[config.mk]
export PLATFORM = sky130hd
export DESIGN_NAME = matrix_wb_loader
export DESIGN_NICKNAME = d
export VERILOG_FILES = /design/src/rtl/matrix_pkg.sv /design/src/rtl/matrix_wb_loader.sv
export SDC_FILE = /design/constraint.sdc
export NUM_CORES = 1
export LEC_CHECK = 0
export CELL_PAD_IN_SITES_DETAIL_PLACEMENT = 1
export CELL_PAD_IN_SITES_GLOBAL_PLACEMENT = 1
export CORE_UTILIZATION = 35
export DETAILED_ROUTE_END_ITERATION = 10
export DONT_BUFFER_PORTS = 1
export PLACE_DENSITY = 0.6
export RECOVER_POWER = 100
export SLEW_MARGIN = 10
export SYNTH_ARGS = -nofsm -noshare
export SYNTH_HDL_FRONTEND = slang
export SYNTH_SLANG_ARGS = --single-unit
[constraint.sdc]
create_clock -name clk -period 7.46 [get_ports clk]
set_input_delay 1.492 -clock clk [delete_from_list [all_inputs] [get_ports clk]]
set_output_delay 1.492 -clock clk [all_outputs]
set_load 0.01 [all_outputs]
[src/rtl/matrix_pkg.sv]
// Types and constants shared by the 8x8 RGB matrix driver and its wishbone frame loader.
package matrix_pkg;

   typedef enum logic [2:0] {
      IDLE,
      WR_REQ,
      WR_ACK,
      RD_REQ,
      RD_ACK,
      DONE
   } state_t;

   localparam int ROW_COUNT = 8;

   // Each pixel is a 0bxRGB nibble; column 0 sits in the top nibble of a row word.
   localparam int RED   = 2;
   localparam int GREEN = 1;
   localparam int BLUE  = 0;

endpackage

[src/rtl/matrix_wb_loader.sv]
// Wishbone master that writes a captured 8-row colour frame into the matrix driver and
// optionally reads every row back to confirm it landed.
module matrix_wb_loader #(
   parameter int WB_DATA_WIDTH = 32,
   parameter int ROW_COUNT     = matrix_pkg::ROW_COUNT,
   parameter int WB_ADDR_WIDTH = $clog2(ROW_COUNT),
   parameter int WB_SEL_WIDTH  = WB_DATA_WIDTH / 8,
   parameter int ACK_TIMEOUT   = 64
) (
   input  logic                               clk,
   input  logic                               reset_n,
   input  logic                               i_frame_valid,
   input  logic [ROW_COUNT*WB_DATA_WIDTH-1:0] i_frame_data,
   input  logic                               i_verify,
   output logic                               o_frame_ready,
   output logic                               o_busy,
   output logic                               o_done,
   output logic                               o_error,
   output logic [WB_ADDR_WIDTH-1:0]           o_mismatch_row,
   output logic                               o_wb_cyc,
   output logic                               o_wb_stb,
   output logic                               o_wb_we,
   output logic [WB_ADDR_WIDTH-1:0]           o_wb_addr,
   output logic [WB_SEL_WIDTH-1:0]            o_wb_sel,
   output logic [WB_DATA_WIDTH-1:0]           o_wb_wdata,
   input  logic                               i_wb_ack,
   input  logic                               i_wb_stall,
   input  logic [WB_DATA_WIDTH-1:0]           i_wb_rdata
);
   import matrix_pkg::*;

   localparam int TMO_W = $clog2(ACK_TIMEOUT + 1);

   state_t                   state, state_nx;
   logic [WB_ADDR_WIDTH-1:0] row, row_nx;
   logic [TMO_W-1:0]         tmo;
   logic [WB_DATA_WIDTH-1:0] frame_buf [ROW_COUNT];
   logic                     verify_q;
   logic                     error_q;
   logic [WB_ADDR_WIDTH-1:0] mismatch_q;

   logic accept, stb_acc, tmo_inc, set_err, set_mm;
   logic last_row, tmo_hit;

   assign last_row = (row == WB_ADDR_WIDTH'(ROW_COUNT - 1));
   assign tmo_hit  = (tmo == TMO_W'(ACK_TIMEOUT - 1));

   always_ff @(posedge clk) begin
      if (!reset_n) state <= IDLE;
      else          state <= state_nx;
   end

   always_comb begin
      state_nx      = state;
      row_nx        = row;
      o_frame_ready = 1'b0;
      o_wb_cyc      = 1'b0;
      o_wb_stb      = 1'b0;
      o_wb_we       = 1'b0;
      o_done        = 1'b0;
      accept        = 1'b0;
      stb_acc       = 1'b0;
      tmo_inc       = 1'b0;
      set_err       = 1'b0;
      set_mm        = 1'b0;
      unique case (state)
         IDLE: begin
            o_frame_ready = 1'b1;
            if (i_frame_valid) begin
               accept   = 1'b1;
               row_nx   = '0;
               state_nx = WR_REQ;
            end
         end
         WR_REQ, RD_REQ: begin
            o_wb_cyc = 1'b1;
            o_wb_stb = 1'b1;
            o_wb_we  = (state == WR_REQ);
            if (!i_wb_stall) begin
               stb_acc  = 1'b1;
               state_nx = (state == WR_REQ) ? WR_ACK : RD_ACK;
            end
         end
         WR_ACK: begin
            o_wb_cyc = 1'b1;
            o_wb_we  = 1'b1;
            // Ack takes priority over a timeout landing on the same cycle.
            if (i_wb_ack) begin
               if (last_row) begin
                  row_nx   = '0;
                  state_nx = verify_q ? RD_REQ : DONE;
               end else begin
                  row_nx   = row + 1'b1;
                  state_nx = WR_REQ;
               end
            end else if (tmo_hit) begin
               set_err  = 1'b1;
               state_nx = IDLE;
            end else begin
               tmo_inc = 1'b1;
            end
         end
         RD_ACK: begin
            o_wb_cyc = 1'b1;
            if (i_wb_ack) begin
               if (i_wb_rdata != frame_buf[row]) begin
                  set_err  = 1'b1;
                  set_mm   = 1'b1;
                  state_nx = IDLE;
               end else if (last_row) begin
                  state_nx = DONE;
               end else begin
                  row_nx   = row + 1'b1;
                  state_nx = RD_REQ;
               end
            end else if (tmo_hit) begin
               set_err  = 1'b1;
               state_nx = IDLE;
            end else begin
               tmo_inc = 1'b1;
            end
         end
         DONE: begin
            o_done   = 1'b1;
            state_nx = IDLE;
         end
         default: state_nx = IDLE;
      endcase
   end

   always_ff @(posedge clk) begin
      if (!reset_n) begin
         row        <= '0;
         tmo        <= '0;
         verify_q   <= 1'b0;
         error_q    <= 1'b0;
         mismatch_q <= '0;
         for (int r = 0; r < ROW_COUNT; r++) frame_buf[r] <= '0;
      end else begin
         row <= row_nx;
         if (stb_acc)      tmo <= '0;
         else if (tmo_inc) tmo <= tmo + 1'b1;
         if (accept) begin
            verify_q   <= i_verify;
            error_q    <= 1'b0;
            mismatch_q <= '0;
            for (int r = 0; r < ROW_COUNT; r++)
               frame_buf[r] <= i_frame_data[r*WB_DATA_WIDTH +: WB_DATA_WIDTH];
         end else begin
            if (set_err) error_q    <= 1'b1;
            if (set_mm)  mismatch_q <= row;
         end
      end
   end

   // Write data is only driven while a write is on the bus; idle bus reads as zero.
   assign o_wb_wdata     = (state == WR_REQ || state == WR_ACK) ? frame_buf[row] : '0;
   assign o_wb_addr      = row;
   assign o_wb_sel       = '1;
   assign o_busy         = (state != IDLE);
   assign o_error        = error_q;
   assign o_mismatch_row = mismatch_q;

endmodule

**Sequential cells grouped by signal name**

Other sequential cells in the stronger gray, the rest of the logic in the fainter gray.
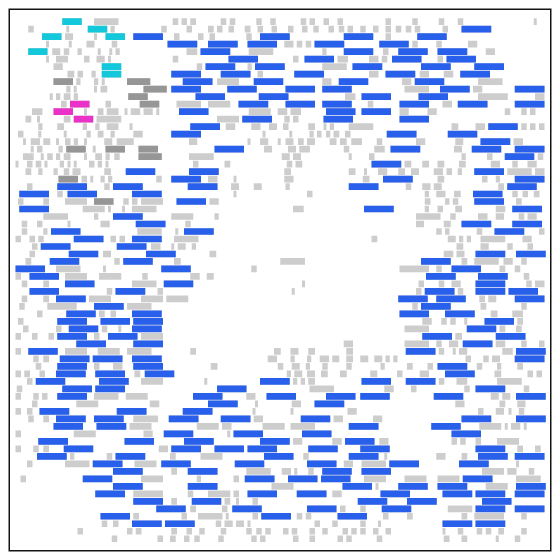
color	netlist name	sequential cells
cyan	`tmo`	7
magenta	`o_mismatch_row`	3
blue	`frame_buf`	256

**Cells colored by class**

Fill, decap, tap and diode cells in gray.
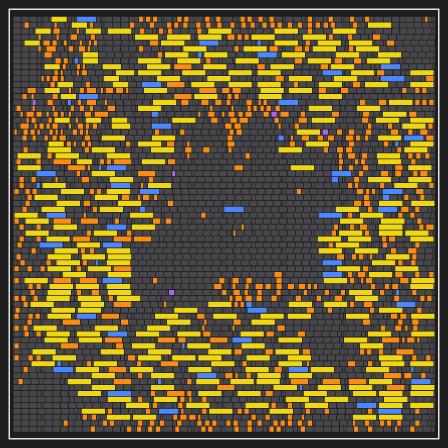
color	class	cells
orange	combinational and other logic	618
yellow	flops	277
purple	other buffers and delay cells	5
blue	clock drivers and dummy loads	60

**Placement view**

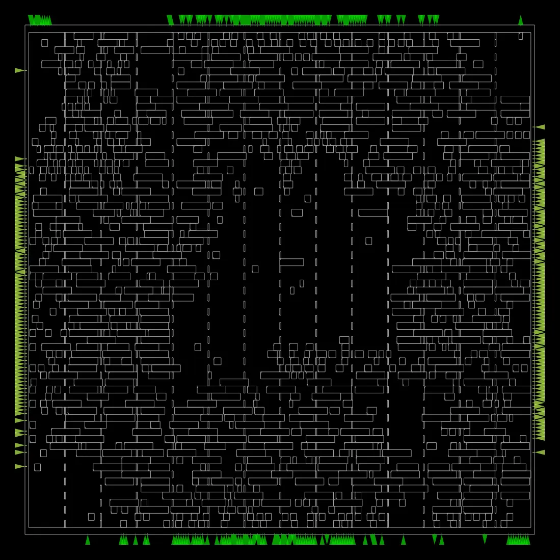
fin cells: 1432
# rows: 70
filler instances: 3765
# Taps: 468
fin util: 0.397

==> metrics.cfg <==
[pwr]
fin_total_pwr_mw = 4.09
max-vdd-ir-drop_v = 0.000168
p_leak_nw = 5.00
clock_power_share = 0.413
pg_seq_mw = 1.98
clock_net_power_mw = 1.69
p_sw_mw = 0.992
p_comb_frac = 0.103
p_int_mw = 3.10

[final_timing]
finalWorstSetupSlack_ns = 2.07
skew_ns = 0.0173
min_period_ns = 5.39
drv_slew = 297
setup_viol = 0

[global_route]
use_met1 = 0.238
grt.overflow.total = 0
grt_pass1_wl_um = 52300
grt_pass1_vias = 7973
top_usage_layer = met2
use_met2 = 0.309

[yosys]
top_cells_by_area = edfxtp_1 (58%), and2_1 (12%), mux4_2 (5.6%)
ys_sh_simple = 0.172
synthFlopType = edfxtp_1
synth-warning-count = 0
ys_seq_share = 0.616
ys_async_sr_fraction = 0
ys_top_logic_family = simple AND/OR/NAND/NOR gates
yosysTopAreaCell = edfxtp_1
syn_avg_cell_area_um2 = 13.8
yosys_cells = 954
compound_area_frac = 0.0475
mux_share = 0.119
synth.distinct_cells = 56
xor_area_frac = 0.0140
top_cell_area_share = 0.584

[floorplanning]
die_w_um = 196
ios = 343
fp_util = 0.358

[worst_setup_path]
worst_path_most_repeated_cell = mux2i_1
slowest_stage = nor4_1
crit_fanout = 40
required_ns = 7.88
r2r_slack_ns = 2.07
critPathKind = reg -> reg
worstPathArrival_ns = 5.82

[drt]
wl_met2_um = 17600
drc = 0
highest_layer = met5
drt_iter0_drc = 256
wl_met3_um = 2530
avgViaCountPerCell = 5.28

[cts]
cts_tree = done
cts_hold_buf = 0
clock_latency_ns = 0.51
ctsLongestPathBuffers = 3

[placement]
place_area_um2 = 13500
port-buffer-count = 0
placed_cells = 1368

[job]
warnings = 35
cap_viol_max_count = 3

[finish]
nets = 1233
area_delta_synth_final_pct = 11.0

[status]
outcome = complete, but fails checks
violations = max-capacitance violations, max-slew violations

[hold_path]
hold_depth = 2

-- registers in the layout, summed over array words and instances (netlist names), named ones only --
name and cells:
frame_buf 256, tmo 7, o_mismatch_row 3, o_wb_addr 3, state 3, o_error 1, verify_q 1
-- worst max-delay path: cells and delay by family, from the launching register on --
kind	cells	cell delay, ns
AND/OR/NAND/NOR	3	2.19
multiplexers	3	1.14
flip-flops	1	0.71
buffers and inverters	1	0.68
AND-OR/OR-AND	1	0.32
XOR/XNOR	1	0.19
-- area by class of cell --
| class | instances | share of cell area |
|---|---|---|
| timing repair buffer | 5 | 0.00222 |
| clock inverter | 24 | 0.0177 |
| tap | 468 | 0.0400 |
| antenna | 4 | 0.000685 |
| multi-input combinational | 606 | 0.320 |
| inverter | 12 | 0.00359 |
| sequential | 277 | 0.555 |
| clock buffer | 36 | 0.0602 |
